**Routed metal, one colour a layer**

Scale: 2 px per um.
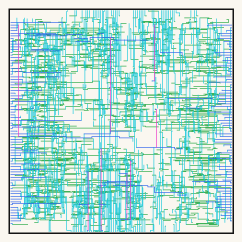
**Placement density heat map**

Scale: 3 px per um. The die is cut into 11 by 11 equal tiles; black is low, pale yellow is high, 0 to 100% covered.
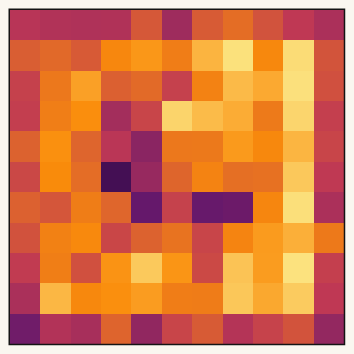
**Clock nets**

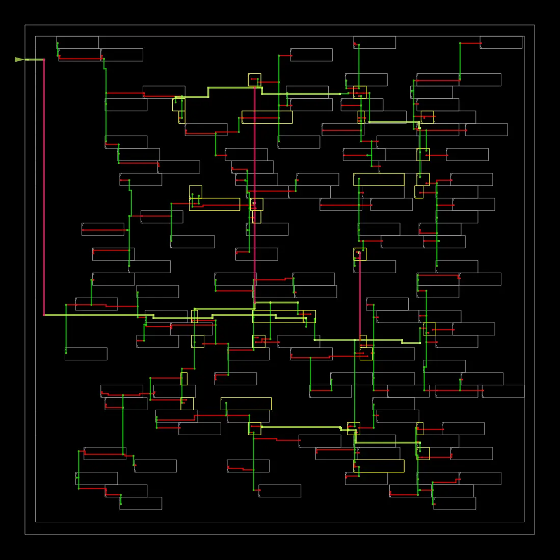
**Pin map**

Scale: 3 px per um. Pins as bars across the die edge, other pins in grey.
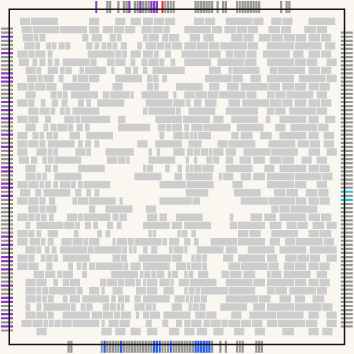
**Placement by cell class**

Scale: 2 px per um.
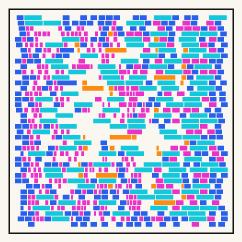
===== config.mk =====
export PLATFORM = sky130hd
export DESIGN_NAME = mem_arbiter
export DESIGN_NICKNAME = d
export VERILOG_FILES = /design/src/rtl/mem_arbiter.sv
export SDC_FILE = /design/constraint.sdc
export NUM_CORES = 1
export LEC_CHECK = 0
export CAP_MARGIN = 5
export CORE_MARGIN = 2
export CORE_UTILIZATION = 46
export CTS_BUF_LIST = sky130_fd_sc_hd__clkbuf_4
export DETAILED_ROUTE_END_ITERATION = 12
export HOLD_SLACK_MARGIN = 0.02
export PLACE_DENSITY_LB_ADDON = 0.2
export SETUP_SLACK_MARGIN = 0.3
export SLEW_MARGIN = 20
export SYNTH_ARGS = -nofsm -noshare
export SYNTH_HDL_FRONTEND = slang
export SYNTH_SLANG_ARGS = --single-unit

===== constraint.sdc =====
create_clock -name clk -period 10.73 [get_ports clk]
set_input_delay 2.146 -clock clk [delete_from_list [all_inputs] [get_ports clk]]
set_output_delay 2.146 -clock clk [all_outputs]
set_load 0.01 [all_outputs]

===== src/rtl/mem_arbiter.sv =====
// Two-requester memory arbiter: a cache and a bypass agent share one memory
// port. Round-robin on ties, fixed MEM_LAT-cycle access, one-cycle ack.
module mem_arbiter #(
   parameter int unsigned MEM_LAT = 2
) (
   input  logic        clk,
   input  logic        rstn,
   input  logic        c_req,
   input  logic        c_we,
   input  logic [11:0] c_addr,
   input  logic [31:0] c_wdata,
   output logic        c_ack,
   output logic [31:0] c_rdata,
   input  logic        ba_req,
   input  logic        ba_we,
   input  logic [11:0] ba_addr,
   input  logic [31:0] ba_wdata,
   output logic        ba_ack,
   output logic [31:0] ba_rdata,
   output logic        mem_trans,
   output logic        mem_memw,
   output logic [11:0] mem_addr,
   output logic [31:0] mem_di,
   input  logic [31:0] mem_dout,
   output logic        busy,
   output logic        grant_id,
   output logic [1:0]  state_dbg
);

   // Request handshake: a requester raises req and holds it until its ack
   // pulse. The request is sampled only while IDLE; everything it carries is
   // latched at that edge, so later input changes cannot disturb the access.

   typedef enum logic [1:0] {
      S_IDLE   = 2'd0,
      S_ACCESS = 2'd1,
      S_DONE   = 2'd2
   } state_t;

   localparam logic [3:0] CNT_INIT = 4'(MEM_LAT - 1);

   state_t      state, state_nxt;
   logic [3:0]  cnt;
   logic        gnt;
   logic        last_ba;
   logic        lat_we;
   logic [11:0] lat_addr;
   logic [31:0] lat_wdata;
   logic        any_req;
   logic        winner;

   assign any_req = c_req | ba_req;
   // On a tie the requester not served last wins; otherwise the lone requester.
   assign winner  = (c_req && ba_req) ? ~last_ba : ba_req;

   always_ff @(posedge clk or posedge rstn) begin
      if (rstn) state <= S_IDLE;
      else      state <= state_nxt;
   end

   always_comb begin
      state_nxt = state;
      case (state)
         S_IDLE:   if (any_req) state_nxt = S_ACCESS;
         S_ACCESS: if (cnt == 4'd0) state_nxt = S_DONE;
         S_DONE:   state_nxt = S_IDLE;
         default:  state_nxt = S_IDLE;
      endcase
   end

   always_ff @(posedge clk or posedge rstn) begin
      if (rstn) begin
         cnt       <= 4'd0;
         gnt       <= 1'b0;
         last_ba   <= 1'b1;
         lat_we    <= 1'b0;
         lat_addr  <= 12'd0;
         lat_wdata <= 32'd0;
         c_rdata   <= 32'd0;
         ba_rdata  <= 32'd0;
      end else begin
         case (state)
            S_IDLE: begin
               if (any_req) begin
                  cnt      <= CNT_INIT;
                  gnt      <= winner;
                  lat_we   <= winner ? ba_we : c_we;
                  lat_addr <= winner ? ba_addr : c_addr;
                  if (winner) lat_wdata <= ba_we ? ba_wdata : 32'd0;
                  else        lat_wdata <= c_we ? c_wdata : 32'd0;
               end
            end
            S_ACCESS: begin
               if (cnt != 4'd0) begin
                  cnt <= cnt - 4'd1;
               end else if (!lat_we) begin
                  if (gnt) ba_rdata <= mem_dout;
                  else     c_rdata  <= mem_dout;
               end
            end
            S_DONE: last_ba <= gnt;
            default: ;
         endcase
      end
   end

   always_comb begin
      mem_trans = 1'b0;
      mem_memw  = 1'b0;
      mem_addr  = 12'd0;
      mem_di    = 32'd0;
      c_ack     = 1'b0;
      ba_ack    = 1'b0;
      busy      = (state != S_IDLE);
      grant_id  = gnt;
      state_dbg = state;
      if (state == S_ACCESS) begin
         mem_trans = 1'b1;
         mem_memw  = lat_we;
         mem_addr  = lat_addr;
         mem_di    = lat_wdata;
      end
      if (state == S_DONE) begin
         c_ack  = ~gnt;
         ba_ack = gnt;
      end
   end

endmodule


==> run_summary.xml <==
<?xml version="1.0" encoding="UTF-8"?>
<metrics>
  <group name="outcome">
    <metric name="outcome" unit="">complete, no violations</metric>
  </group>
  <group name="power_and_ir_drop">
    <metric name="clock_power" unit="uW">385</metric>
    <metric name="power.switching_fraction" unit="">0.338</metric>
  </group>
  <group name="clock_network">
    <metric name="cts_setup_buffers" unit="">0</metric>
    <metric name="cts.hold.buffers_added" unit="">0</metric>
  </group>
  <group name="worst_setup_path">
    <metric name="critPathMaxFanout" unit="">46</metric>
    <metric name="critical_path.slowest_cell" unit="">nor2_4</metric>
    <metric name="crit_family" unit="">buffers and inverters</metric>
    <metric name="cp_data_required_time" unit="ns">8.58</metric>
  </group>
  <group name="timing">
    <metric name="period_needed" unit="ns">4.89</metric>
    <metric name="rsz0062_at_grt" unit="">no</metric>
  </group>
  <group name="drt">
    <metric name="route.detailed.drc" unit="">0</metric>
  </group>
  <group name="yosys">
    <metric name="synth_stat.cells" unit="">485</metric>
  </group>
  <group name="grt">
    <metric name="grt_max_degree" unit="">66</metric>
    <metric name="global_route.usage.total" unit="">0.249</metric>
  </group>
  <group name="final_layout">
    <metric name="seq_cells" unit="">117</metric>
    <metric name="buffers" unit="">246</metric>
  </group>
  <group name="die">
    <metric name="chipHeight" unit="um">111</metric>
    <metric name="die_width" unit="um">111</metric>
  </group>
  <group name="placement">
    <metric name="dp.cells" unit="">832</metric>
  </group>
</metrics>
Back to the opening pictures, 'routed metal, one colour a layer':
layer	colour	wire length
met3	blue	1290 um
met1	green	6190 um
met2	cyan	7660 um
met4	magenta	272 um

Back to the opening pictures, 'placement density heat map':
mean over tiles	64%
tiles over 75% full	26%
fullest tile	94%

Back to the opening pictures, 'clock nets':
sinks on the clock net: 117
post-route clock skew: 0.0181 ns
clock buffer count from CTS: 17
insertion delay of the later-clocked pin in the worst-skew pair: 0.52 ns

Back to the opening pictures, 'pin map':
port	colour	pins	direction	edge
c_wdata	purple	32	input	26 west, 6 north
mem_trans	red	1	output	north
state_dbg	cyan	2	output	east
mem_addr	blue	12	output	south
all pins by edge	75 west, 73 east, 51 south, 43 north

Back to the opening pictures, 'placement by cell class':
class	colour	cells
all other logic	magenta	327
clock drivers and dummy loads	orange	32
other buffers and delay cells	blue	246
flops	cyan	117

-- synth_stat cells (all sizes together) --
cell and number:
a21bo 1, a21boi 1, a21o 1, a21oi 45, a31oi 45, and2 44
buf 6, clkbuf 35, dfrtp 116, dfstp 1, ha 2, inv 7
mux2 65, mux2i 3, nand2 26, nand2b 2, nand3 67, nand4 1
nor2 8, nor3 1, nor3b 1, nor4 1, o21a 1, o21ai 2
o22ai 1, or2 1, or3b 1
-- worst max-delay path by stage --
stage | slack, ns | startpoint | to
6_report | 5.84 | state_dbg[1] | busy
5_1_grt | 5.67 | state_dbg[1] | busy
4_1_cts | 5.57 | state_dbg[1] | mem_di[4]
3_5_place_dp | 6.16 | state_dbg[1] | mem_di[4]
3_3_place_gp | 6.27 | state_dbg[1] | mem_di[3]
2_1_floorplan | 5.48 | rstn | ba_rdata[0]
